### src/rtl/cpu_pkg.sv
// rtl/cpu_pkg.sv - shared flag indices, branch-select encodings and flags type
package cpu_pkg;

    // Bit positions inside a {V,C,N,Z} flag vector
    localparam int FLG_Z = 0;
    localparam int FLG_N = 1;
    localparam int FLG_C = 2;
    localparam int FLG_V = 3;

    // Encodings of the branch flag-under-test selector
    typedef enum logic [1:0] {
        BR_Z = 2'b00,
        BR_N = 2'b01,
        BR_C = 2'b10,
        BR_V = 2'b11
    } br_sel_e;

    // Condition-code vector ordered {V,C,N,Z}
    typedef logic [3:0] flags_t;

endpackage

### src/rtl/ccr_shadow_stack.sv
// rtl/ccr_shadow_stack.sv - LIFO of saved flag sets for interrupt nesting
//
// Ports:
//   clk, rst     clock, synchronous active-high reset
//   save_i       interrupt-entry push request
//   restore_i    return-from-interrupt pop request (wins over save_i)
//   push_data_i  flag set to push
//   pop_data_o   top-of-stack entry, meaningful while pop_valid_o is high
//   pop_valid_o  a pop actually happens this cycle (restore_i and not empty)
//   full_o       DEPTH entries held
//   empty_o      no entries held
//   err_o        sticky: push-when-full, pop-when-empty, or save+restore together
module ccr_shadow_stack
    import cpu_pkg::*;
#(
    parameter int DEPTH = 2
) (
    input  logic   clk,
    input  logic   rst,
    input  logic   save_i,
    input  logic   restore_i,
    input  flags_t push_data_i,
    output flags_t pop_data_o,
    output logic   pop_valid_o,
    output logic   full_o,
    output logic   empty_o,
    output logic   err_o
);

    localparam int SP_W  = $clog2(DEPTH + 1);
    // Storage is sized to the full pointer range so sp can index it directly
    localparam int MEM_N = 1 << SP_W;

    flags_t            mem_q [MEM_N];
    logic [SP_W-1:0]   sp_q, sp_d;
    logic              err_q, err_d;
    logic              full_w, empty_w;
    logic              do_push, do_pop;

    assign full_w  = (sp_q == SP_W'(DEPTH));
    assign empty_w = (sp_q == '0);

    assign do_pop  = restore_i & ~empty_w;
    assign do_push = save_i & ~restore_i & ~full_w;

    always_comb begin
        sp_d  = sp_q;
        err_d = err_q;
        if (do_pop) begin
            sp_d = sp_q - SP_W'(1);
        end else if (do_push) begin
            sp_d = sp_q + SP_W'(1);
        end
        // A save that collides with a restore is dropped and flagged as well
        if ((save_i & restore_i) | (save_i & full_w) | (restore_i & empty_w)) begin
            err_d = 1'b1;
        end
    end

    always_ff @(posedge clk) begin
        if (rst) begin
            sp_q  <= '0;
            err_q <= 1'b0;
        end else begin
            sp_q  <= sp_d;
            err_q <= err_d;
        end
    end

    // Entries are don't-care after reset, so the array carries no reset
    always_ff @(posedge clk) begin
        if (!rst && do_push) begin
            mem_q[sp_q] <= push_data_i;
        end
    end

    assign pop_data_o  = mem_q[sp_q - SP_W'(1)];
    assign pop_valid_o = do_pop;
    assign full_o      = full_w;
    assign empty_o     = empty_w;
    assign err_o       = err_q;

endmodule

### src/rtl/ccr_unit.sv
// rtl/ccr_unit.sv - condition-code register with branch test and interrupt shadow stack
//
// Ports:
//   clk, rst      clock, synchronous active-high reset
//   alu_flags     ALU results {V,C,N,Z}
//   flag_mask     per-bit write enable {V,C,N,Z}, qualified by flag_we
//   flag_we       instruction commit
//   br_en/br_sel  conditional branch and flag under test (Z,N,C,V)
//   int_save      push next-state flags onto the shadow stack
//   rti_restore   pop the shadow stack into the CCR
//   flags, cin    registered CCR and its carry bit for the ALU
//   br_taken      combinational branch decision on registered flags
//   shadow_full/shadow_empty/shadow_err  shadow stack status
module ccr_unit
    import cpu_pkg::*;
#(
    parameter int SHADOW_DEPTH = 2
) (
    input  logic       clk,
    input  logic       rst,
    input  logic [3:0] alu_flags,
    input  logic [3:0] flag_mask,
    input  logic       flag_we,
    input  logic       br_en,
    input  logic [1:0] br_sel,
    input  logic       int_save,
    input  logic       rti_restore,
    output logic [3:0] flags,
    output logic       cin,
    output logic       br_taken,
    output logic       shadow_full,
    output logic       shadow_empty,
    output logic       shadow_err
);

    flags_t flags_q, flags_d;
    flags_t upd;
    flags_t pop_data;
    logic   pop_valid;

    assign br_taken = br_en & flags_q[br_sel];

    always_comb begin
        upd = flags_q;
        for (int i = 0; i < 4; i++) begin
            if (flag_we && flag_mask[i]) begin
                upd[i] = alu_flags[i];
            end
        end
        // Consuming a taken branch's flag beats a same-cycle ALU write to it
        if (br_taken) begin
            upd[br_sel] = 1'b0;
        end
        flags_d = pop_valid ? pop_data : upd;
    end

    always_ff @(posedge clk) begin
        if (rst) begin
            flags_q <= '0;
        end else begin
            flags_q <= flags_d;
        end
    end

    // The pushed value is upd so the interrupted instruction's flag effects survive
    ccr_shadow_stack #(
        .DEPTH (SHADOW_DEPTH)
    ) u_shadow (
        .clk         (clk),
        .rst         (rst),
        .save_i      (int_save),
        .restore_i   (rti_restore),
        .push_data_i (upd),
        .pop_data_o  (pop_data),
        .pop_valid_o (pop_valid),
        .full_o      (shadow_full),
        .empty_o     (shadow_empty),
        .err_o       (shadow_err)
    );

    assign flags = flags_q;
    assign cin   = flags_q[FLG_C];

endmodule

### config.mk
export PLATFORM = sky130hd
export DESIGN_NAME = ccr_unit
export DESIGN_NICKNAME = d
export VERILOG_FILES = /design/src/rtl/cpu_pkg.sv /design/src/rtl/ccr_shadow_stack.sv /design/src/rtl/ccr_unit.sv
export SDC_FILE = /design/constraint.sdc
export NUM_CORES = 1
export LEC_CHECK = 0
export CAP_MARGIN = 20
export CORE_MARGIN = 2
export CORE_UTILIZATION = 49
export DETAILED_ROUTE_END_ITERATION = 10
export PLACE_DENSITY = 0.77
export SLEW_MARGIN = 25
export SYNTH_ARGS = -nofsm -noshare
export SYNTH_HDL_FRONTEND = slang
export SYNTH_SLANG_ARGS = --single-unit
export TNS_END_PERCENT = 50
### constraint.sdc
create_clock -name clk -period 2 [get_ports clk]
set_input_delay 0.5 -clock clk [delete_from_list [all_inputs] [get_ports clk]]
set_output_delay 0.5 -clock clk [all_outputs]
set_load 0.05 [all_outputs]
Fig. 1: run 1, placed cells, one colour a class
Scale bar: 20 µm. Fill, decap, tap and diode cells in grey.
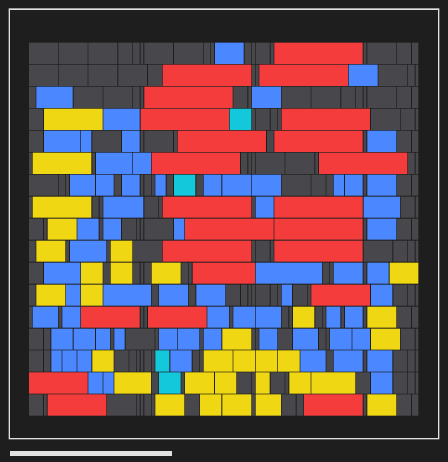
| colour | class | cells |
|---|---|---|
| red | flops | 23 |
| yellow | other buffers and delay cells | 32 |
| blue | combinational and other logic | 67 |
| cyan | clock drivers and dummy loads | 4 |
standard-cell row count: 17
fraction of area in registers: 0.401
utilization of the core after routing: 0.694
post-layout instance area: 1550 µm²
Core Area: 2230 µm²

Fig. 2: run 1, cell area per tile
The die is cut into 11 by 11 equal tiles; white is low, dark blue is high, 0 to 100% covered.
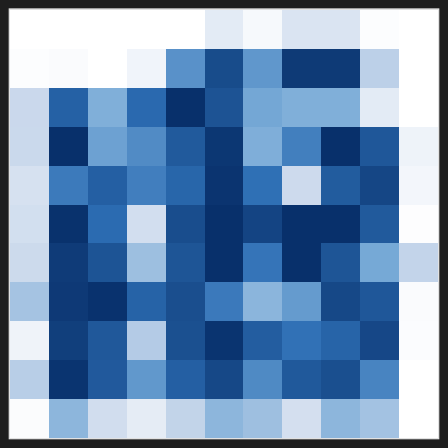
nearly empty tiles: 13%
densest ninth of the die: middle
mean over tiles: 54%
fullest tile: 100%
emptiest ninth of the die: top left
starting density of the core: 0.526

==> run notes, run 1 <==
Reports from this run.

- In the power breakdown, the biggest contributor is sequential cells.
- In the final report, the number of pins over their slew limit comes to 0.
- The first-pass iteration count of the detailed router reads 4.
- STA classifies the critical path endpoint as a primary output.
- The most instantiated flip-flop cell in the synthesis netlist reads sky130_fd_sc_hd__edfxtp_1.
- The total wire length is 2.17 mm.
- Buffers added to address setup during post-CTS repair amount to 0.
- Of the available clock period, the critical path in the final layout requires 0.973.
- The total power per unit cell area reads 902 nW/µm².
- The warning total across the stage logs reads 30.
- The portion of netlist area occupied by mux cells reads 0.0873.
- CTS built an H-tree with a depth of 1.
- The highest achievable clock rate reads 514 MHz.
- The synthesis-to-finish area growth reads 31.8%.
- Along the worst hold path, the cell count comes to 2.
- The total power consumption of the routed design is 1.40 mW.
- The simple-gate portion of the synthesized area reads 0.170.
- Per the CTS log, the buffer count on the longest clock path is 2.
- Of the total power, registers draw 0.428.
- The cell sitting at the root of the clock tree is a sky130_fd_sc_hd__clkbuf_4.
- The met3 track utilization from global routing is 0.0424.
- The cell count after synthesis reads 90.
- The clock-pin transition on the worst setup and hold timing paths reads 0.12 ns.
- The number of cells in the design after placement is 150.
- Detailed-route iteration 0 reported a violation count of 13.
- The final timing report counts setup violations totalling 0.
- The report counts max-capacitance violations totalling 0.
- The hold-fix buffer count after cts reads 0.
- In the post-route analysis, the smallest setup slack over all paths is 0.0538 ns.
- The run finished with clean final reports.
- Per STA, the worst path is made up of mux4_2 -> and2_4 -> buf_8.
- The required time at the worst-slack endpoint is 1.50 ns.
- Per the synthesis report, the XOR/XNOR share of the synthesized area is 0.00745.
- The area fraction in compound gates is 0.115.
- Per report_power, the Combinational row totals 589 µW.
- After layout, the setup clock skew is reported as 0.00779 ns.
- The post-synthesis sequential area ratio is 0.528.
- Yosys instantiated no cell more often than sky130_fd_sc_hd__edfxtp_1.
- For reference, the most critical setup path is categorized as flip-flop to primary output.
- The worst register-to-register path has a depth of 5.
- The count of nets after finishing is 148.
- After synthesis, the most frequently instantiated cells are sky130_fd_sc_hd__edfxtp_1 (16), sky130_fd_sc_hd__mux2i_1 (8), sky130_fd_sc_hd__dfxtp_1 (7).
- The synthesized design spends more area on one cell type than any other, namely sky130_fd_sc_hd__edfxtp_1.
- The number of register bits inferred by synthesis is 23.
- The commonest non-fill, non-tap cell in the layout is sky130_fd_sc_hd__edfxtp_1.
- The relative contribution of the clock network to total power reads 0.151.
- The initial antenna violation count came to 0.
- In this design, the stage delay of the slowest critical-path cell is 0.47 ns.
- Of the combinational cells, the family taking the most area is simple AND/OR/NAND/NOR gates.
- The routing usage on met1 reads 0.197.
Fig. 3: run 1, I/O nets highlighted
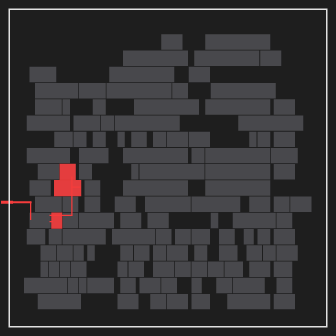
| colour | port | bits | direction | edge | end cells | buffers | wire |
|---|---|---|---|---|---|---|---|
| red | `int_save` | 1 | input | left | 3 | 1 | 17.9 µm |
count of buffers inserted at the top-level ports: 24
boundary pin count: 25

run 1: state kept, by name (all words and copies together), names as in the netlist:
| name | flops |
|---|---|
| u_shadow.mem_q | 16 |
| u_shadow.err_o | 1 |
| flags | 4 |
| u_shadow.sp_q | 2 |
run 1: timing repair:
| item | in CTS | in global routing |
|---|---|---|
| pin swaps | 1 | 0 |
| gates resized | 7 | 3 |
| gates cloned | 0 | 0 |
| setup endpoints to repair | 1 | 2 |
run 1: cell type report:
cell class | count | area [µm²] | share of cell area
sequential | 23 | 622 | 0.401
multi-input combinational | 64 | 532 | 0.343
timing repair buffer | 32 | 322 | 0.208
tap | 28 | 35.0 | 0.0226
clock buffer | 3 | 22.5 | 0.0145
inverter | 3 | 11.3 | 0.00727
clock inverter | 1 | 5.00 | 0.00323
run 1: routing by layer:
layer  share of wire  wire length (µm)  vias up
met1            0.40               878      403
met3           0.029                63        2
met5               0                 0        -
met2            0.56              1210       13
met4          0.0097                21        0
li1                -                 -      416
run 1: stage by stage:
stage                     TNS, ns   util  hold WS [ns]
after detailed placement   -0.366  0.678         0.437
final                           0  0.694         0.446
after global routing            0  0.694         0.492
after global placement     -0.329  0.678         0.430
after CTS                       0  0.695         0.454
after floorplan                 0      -         0.564
run 1: how the worst max path moves through the flow:
| stage | from | endpoint | slack, ns |
|---|---|---|---|
| 4_1_cts | br_sel[0] | br_taken | 0.006 |
| 5_1_grt | flags[3] | br_taken | 0.004 |
| 2_1_floorplan | u_shadow.sp_q[0] | u_shadow.mem_q[0][0] | 0.07 |
| 3_3_place_gp | br_sel[0] | br_taken | -0.33 |
| 6_report | flags[3] | br_taken | 0.05 |
| 3_5_place_dp | br_sel[0] | br_taken | -0.37 |
--- run 2 (diff from run 1) ---
--- a/config.mk
+++ b/config.mk
@@ -6,7 +6,6 @@
 export NUM_CORES = 1
 export LEC_CHECK = 0
 export CAP_MARGIN = 20
-export CORE_MARGIN = 2
 export CORE_UTILIZATION = 49
 export DETAILED_ROUTE_END_ITERATION = 10
 export PLACE_DENSITY = 0.77
Fig. 4: run 2, signal wires on met1
Supply wires on this layer in grey.
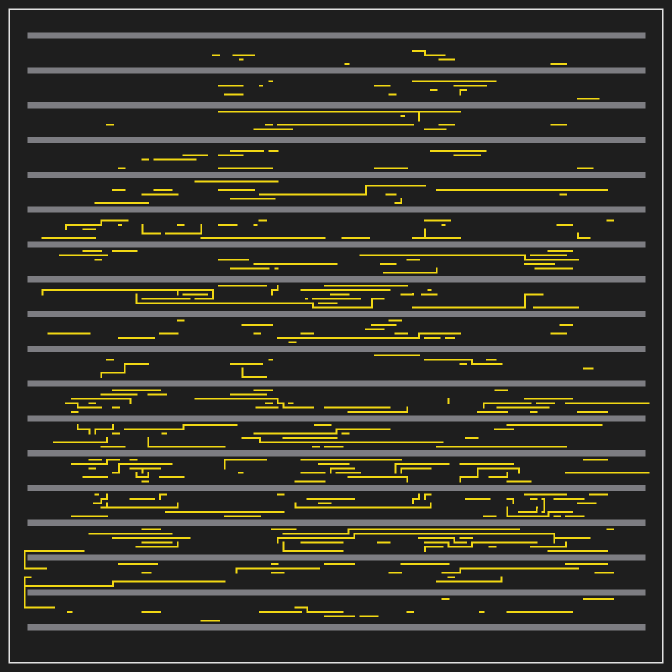
share of all routed wire: 40%
nets with wire on the layer: 134
longest straight run: 18.9 µm
wire length on this layer: 857 µm
main direction: horizontal
via count: 820
grt met1 use: 0.225
overall routed net length: 2.15 mm

Fig. 5: run 2, cell area per tile
The die is cut into 10 by 10 equal tiles; white is low, dark blue is high, 0 to 100% covered.
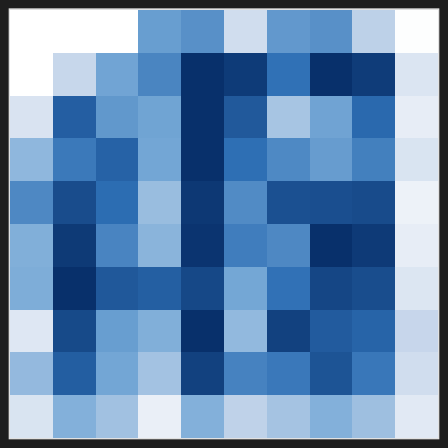
mean over tiles: 58%
fullest tile: 100%
tiles over 75% full: 34%
emptiest ninth of the die: top left
nearly empty tiles: 5.0%
utilization of the core after routing: 0.689

==> run notes, run 2 <==
Reports from this run.

- The initial antenna violation count reads 0 (unchanged).
- The timing startpoint of the critical path reads flags[2].
- The synthesis-to-finish area growth is 30.9%.
- The final clock skew is 0.00921 ns (+0.00142 ns).
- The final clock period utilization by the worst path was 0.974 (+0.00103).
- The register cell area after layout reads 621 µm² (-0.20%).
- The worst-case vdd ir drop is 0.705 mV.
- The combinational cell power was 587 µW (about the same).
- The total number of placement rows reads 17 (unchanged).
- The relative contribution of the clock network to total power reads 0.149 (-0.002).
- The capturing element type of the critical path reads a primary output.
- The initial cell density of the core was 0.526 (unchanged).
- The run finished with clean final reports.
- The aggregate negative setup slack is 0 ns (unchanged).
- The total power per unit cell area came to 905 nW/µm² (+0.36%).
- The count of pins on the block boundary reads 25 (unchanged).
- The least setup slack across all paths after layout reads 0.0517 ns (-0.00206 ns).
- The number of DRC markers after the initial detailed-route iteration is 14 (+1).
- The final setup violation count reads 0 (unchanged).
- The total power consumption of the routed design came to 1.39 mW (-0.37%).
- The H-tree depth reads 1 (unchanged).
- In this run the worst hold path is classified as flip-flop to flip-flop.
- The most instantiated flip-flop cell in the synthesis netlist reads sky130_fd_sc_hd__edfxtp_1.
- The number of register bits inferred by synthesis is 23 (unchanged).
- The stage delay of the slowest cell on the critical path came to 0.47 ns (about the same).
- The highest achievable clock rate came to 513 MHz (-0.11%).
- The count of buffers added by post-CTS timing repair for setup is 0 (unchanged).
- The cell count after synthesis came to 90 (unchanged).
- The required time at the worst-slack endpoint was 1.50 ns (about the same).
- The first-pass iteration count of the detailed router is 4 (unchanged).
- The count of buffers inserted at the top-level ports reads 24 (unchanged).
- The clock-pin transition on the worst setup and hold timing paths is 0.13 ns (about the same).
- In the power breakdown, the biggest contributor is sequential cells.
- The commonest non-fill, non-tap cell in the layout is sky130_fd_sc_hd__edfxtp_1.
- The final tally of max-slew violations is 0 (unchanged).
- The count of nets after finishing is 147 (-0.68%).
- The number of max-cap violations was 0 (unchanged).
- For reference, the most critical setup path is categorized as flip-flop to primary output.
- The maximum buffer depth of the clock tree is 2 (unchanged).
- The warning total across the stage logs reads 30 (unchanged).
- In this run the clock root is driven by a sky130_fd_sc_hd__clkbuf_4.
- The register with the most flip-flops reads u_shadow.mem_q.
- The core footprint came to 2230 µm² (unchanged).
- The number of flip-flops in the largest register is 16 (unchanged).
- The post-synthesis sequential area ratio came to 0.528 (unchanged).
- The sequential share of power was 0.429 (about the same).
Fig. 6: run 2, track usage over the die
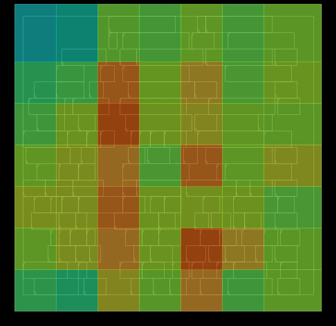
WL/cell: 14.0 µm
global-route layer with the greatest usage: met2

run 2: final timing paths:
kind / endpoint / slack [ns] / cells after the start
hold reg to reg: u_shadow.err_o / 0.46 / 2
setup / recovery: br_taken / 0.05 / 3
hold / removal: u_shadow.err_o / 0.46 / 2
setup reg to reg: u_shadow.mem_q[1][3] / 0.33 / 5
run 2: logic make-up after synthesis:
family          count (synthesis)  synth area share
xor+xnor                        1           0.00746
fa+ha+maj                       5            0.0532
simple gates                   28             0.170
flops                          23             0.528
other cells                     1           0.00319
compound gates                 17             0.115
buf+inv                         6            0.0351
mux                             9            0.0873
run 2: repair_timing:
item | CTS | global route
gates resized | 7 | 1
pin swaps | 1 | 0
hold buffers | 0 | 0
endpoints found under the setup margin | 1 | 1
run 2: area by class of cell:
| type | count | area share |
|---|---|---|
| Clock buffer | 3 | 0.0146 |
| Clock inverter | 1 | 0.00325 |
| Inverter | 3 | 0.00732 |
| Multi-Input combinational cell | 64 | 0.346 |
| Sequential cell | 23 | 0.404 |
| Tap cell | 28 | 0.0228 |
| Timing Repair Buffer | 31 | 0.203 |
run 2: metal layers:
metal | GRT usage | vias to the layer above | part of all wire
met5 | 0 | - | 0
met3 | 0.0179 | 2 | 0.027
met2 | 0.344 | 14 | 0.57
met4 | 0.111 | 0 | 0.0075
li1 | - | 414 | -
met1 | 0.225 | 390 | 0.40
run 2: metrics by stage:
stage	hold WS [ns]	instances	cell area (µm²)
after floorplan	0.564	93	1190
final	0.462	153	1540
after global routing	0.494	153	1540
after global placement	0.431	149	1510
after CTS	0.470	153	1540
after detailed placement	0.453	149	1510
run 2: worst min-delay path: cells and delay by family (launching register included):
kind / cells / cell delay (ns)
DFF: 1 / 0.33
buffers and inverters: 1 / 0.05
AOI/OAI and AO/OA: 1 / 0.05
--- run 3 (diff from run 2) ---
--- a/config.mk
+++ b/config.mk
@@ -8,8 +8,9 @@
 export CAP_MARGIN = 20
 export CORE_UTILIZATION = 49
 export DETAILED_ROUTE_END_ITERATION = 10
+export MAX_ROUTING_LAYER = met4
 export PLACE_DENSITY = 0.77
-export SLEW_MARGIN = 25
+export SLEW_MARGIN = 15
 export SYNTH_ARGS = -nofsm -noshare
 export SYNTH_HDL_FRONTEND = slang
 export SYNTH_SLANG_ARGS = --single-unit
Fig. 7: run 3, signal wires on met1
Supply wires on this layer in grey.
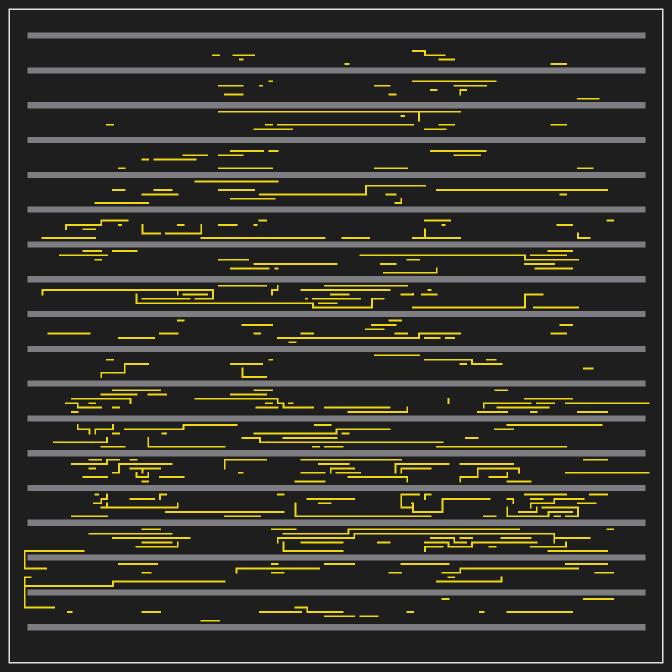
main direction: horizontal
share of all routed wire: 41%
wire length on this layer: 872 µm
nets with wire on the layer: 134
overall routed net length: 2.15 mm
via count: 818
grt met1 use: 0.223

Fig. 8: run 3, cell area per tile
The die is cut into 10 by 10 equal tiles; white is low, dark blue is high, 0 to 100% covered.
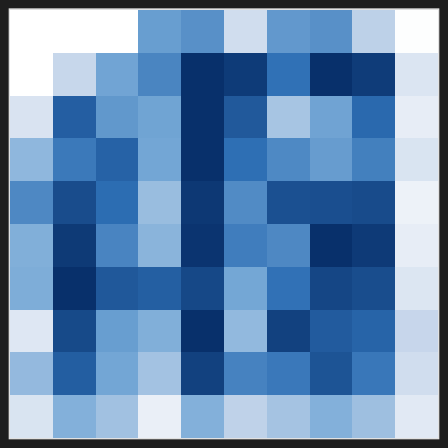
mean over tiles: 58%
emptiest ninth of the die: top left
fullest tile: 100%

==> run notes, run 3 <==
Reports from this run.

- The H-tree depth is 1 (unchanged).
- The total power per unit cell area reads 905 nW/µm² (about the same).
- The number of DRC markers after the initial detailed-route iteration is 14 (unchanged).
- The xor-xnor portion of the synthesized cell area is 0.00745 (unchanged).
- The area fraction in full adders, half adders and majority gates is 0.0532 (unchanged).
- The run finished with clean final reports.
- The count of buffers inserted at the top-level ports is 24 (unchanged).
- The cell count after synthesis came to 90 (unchanged).
- The count of pins on the block boundary is 25 (unchanged).
- The least setup slack across all paths after layout is 0.0471 ns (-0.00458 ns).
- The worst-case vdd ir drop came to 0.705 mV (about the same).
- CTS placed an instance of sky130_fd_sc_hd__clkbuf_4 at the clock tree root.
- The final clock skew reads 0.00920 ns (-0.00000855 ns).
- The maximum buffer depth of the clock tree reads 2 (unchanged).
- The capture instance of the worst register-to-register path reads u_shadow.mem_q[1][3].
- The count of buffers added by post-CTS timing repair for setup is 0 (unchanged).
- The portion of netlist area occupied by mux cells is 0.0873 (unchanged).
- The stage delay of the slowest cell on the critical path came to 0.47 ns (about the same).
- The cell depth of the worst hold path is 2 (unchanged).
- The required time at the worst-slack endpoint came to 1.50 ns (about the same).
- The final clock period utilization by the worst path reads 0.976 (+0.00229).
- The simple-gate portion of the synthesized area reads 0.170 (unchanged).
- According to the hold report, the worst path is of the flip-flop to flip-flop type.
- The highest achievable clock rate reads 512 MHz (-0.23%).
- The slack of the worst reg-to-reg path came to 0.33 ns (about the same).
- The total power consumption of the routed design came to 1.39 mW (about the same).
- The commonest non-fill, non-tap cell in the layout is sky130_fd_sc_hd__edfxtp_1.
- The cell count of the worst reg-to-reg path is 5 (unchanged).
Fig. 9: run 3, track usage over the die
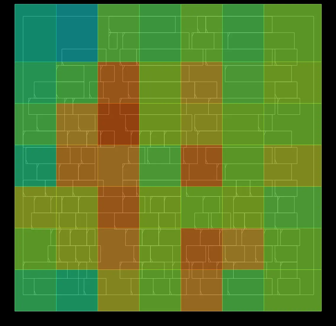
GRT met2 Usage: 0.344
Total Routing Usage GR: 0.198
WL/cell: 14.1 µm
met3 Usage GRT: 0.0179

-- run 3: area by class of cell --
cell class / instances / share of cell area
Clock buffer: 3 / 0.0146
Clock inverter: 1 / 0.00325
Inverter: 3 / 0.00732
Multi-Input combinational cell: 64 / 0.346
Sequential cell: 23 / 0.404
Tap cell: 28 / 0.0228
Timing Repair Buffer: 31 / 0.203
-- run 3: worst max-delay path by stage --
stage                           startpoint              endpoint  slack [ns]  cells past startpoint
after floorplan           u_shadow.sp_q[0]  u_shadow.mem_q[0][0]        0.07                      5
after global placement           br_sel[0]              br_taken       -0.33                      4
after detailed placement         br_sel[0]              br_taken       -0.37                      4
after CTS                        br_sel[0]              br_taken       0.006                      4
after global routing        u_shadow.err_o            shadow_err       0.005                      1
final                             flags[2]              br_taken        0.05                      3
-- run 3: metal layers --
metal,part of all wire,up-vias,GRT usage
met5,0,-,-
met4,0.0074,0,0.111
met3,0.022,2,0.0179
met2,0.57,10,0.344
met1,0.40,392,0.223
li1,-,414,-
-- run 3: timing repair --
item | CTS | global route
gates resized | 7 | 1
gates cloned | 0 | 0
hold buffers | 0 | 0
endpoints found under the setup margin | 1 | 1
pin swaps | 1 | 0
-- run 3: worst register-to-register path: stages (launching register included) --
cell                      delay, ns
sky130_fd_sc_hd__dfxtp_1       0.35
sky130_fd_sc_hd__inv_1         0.08
sky130_fd_sc_hd__ha_1          0.27
sky130_fd_sc_hd__nor3b_2       0.20
sky130_fd_sc_hd__nor2b_1       0.21
sky130_fd_sc_hd__and2_1        0.27
-- run 3: power by group --
part	switching, mW	total (mW)	internal, mW
combinational	0.309	0.587	0.278
sequential	0.0307	0.597	0.567
clock	0.133	0.207	0.0746
total	0.473	1.39	0.919
Power figures rest on the tool's default switching activity, not on a simulated workload.
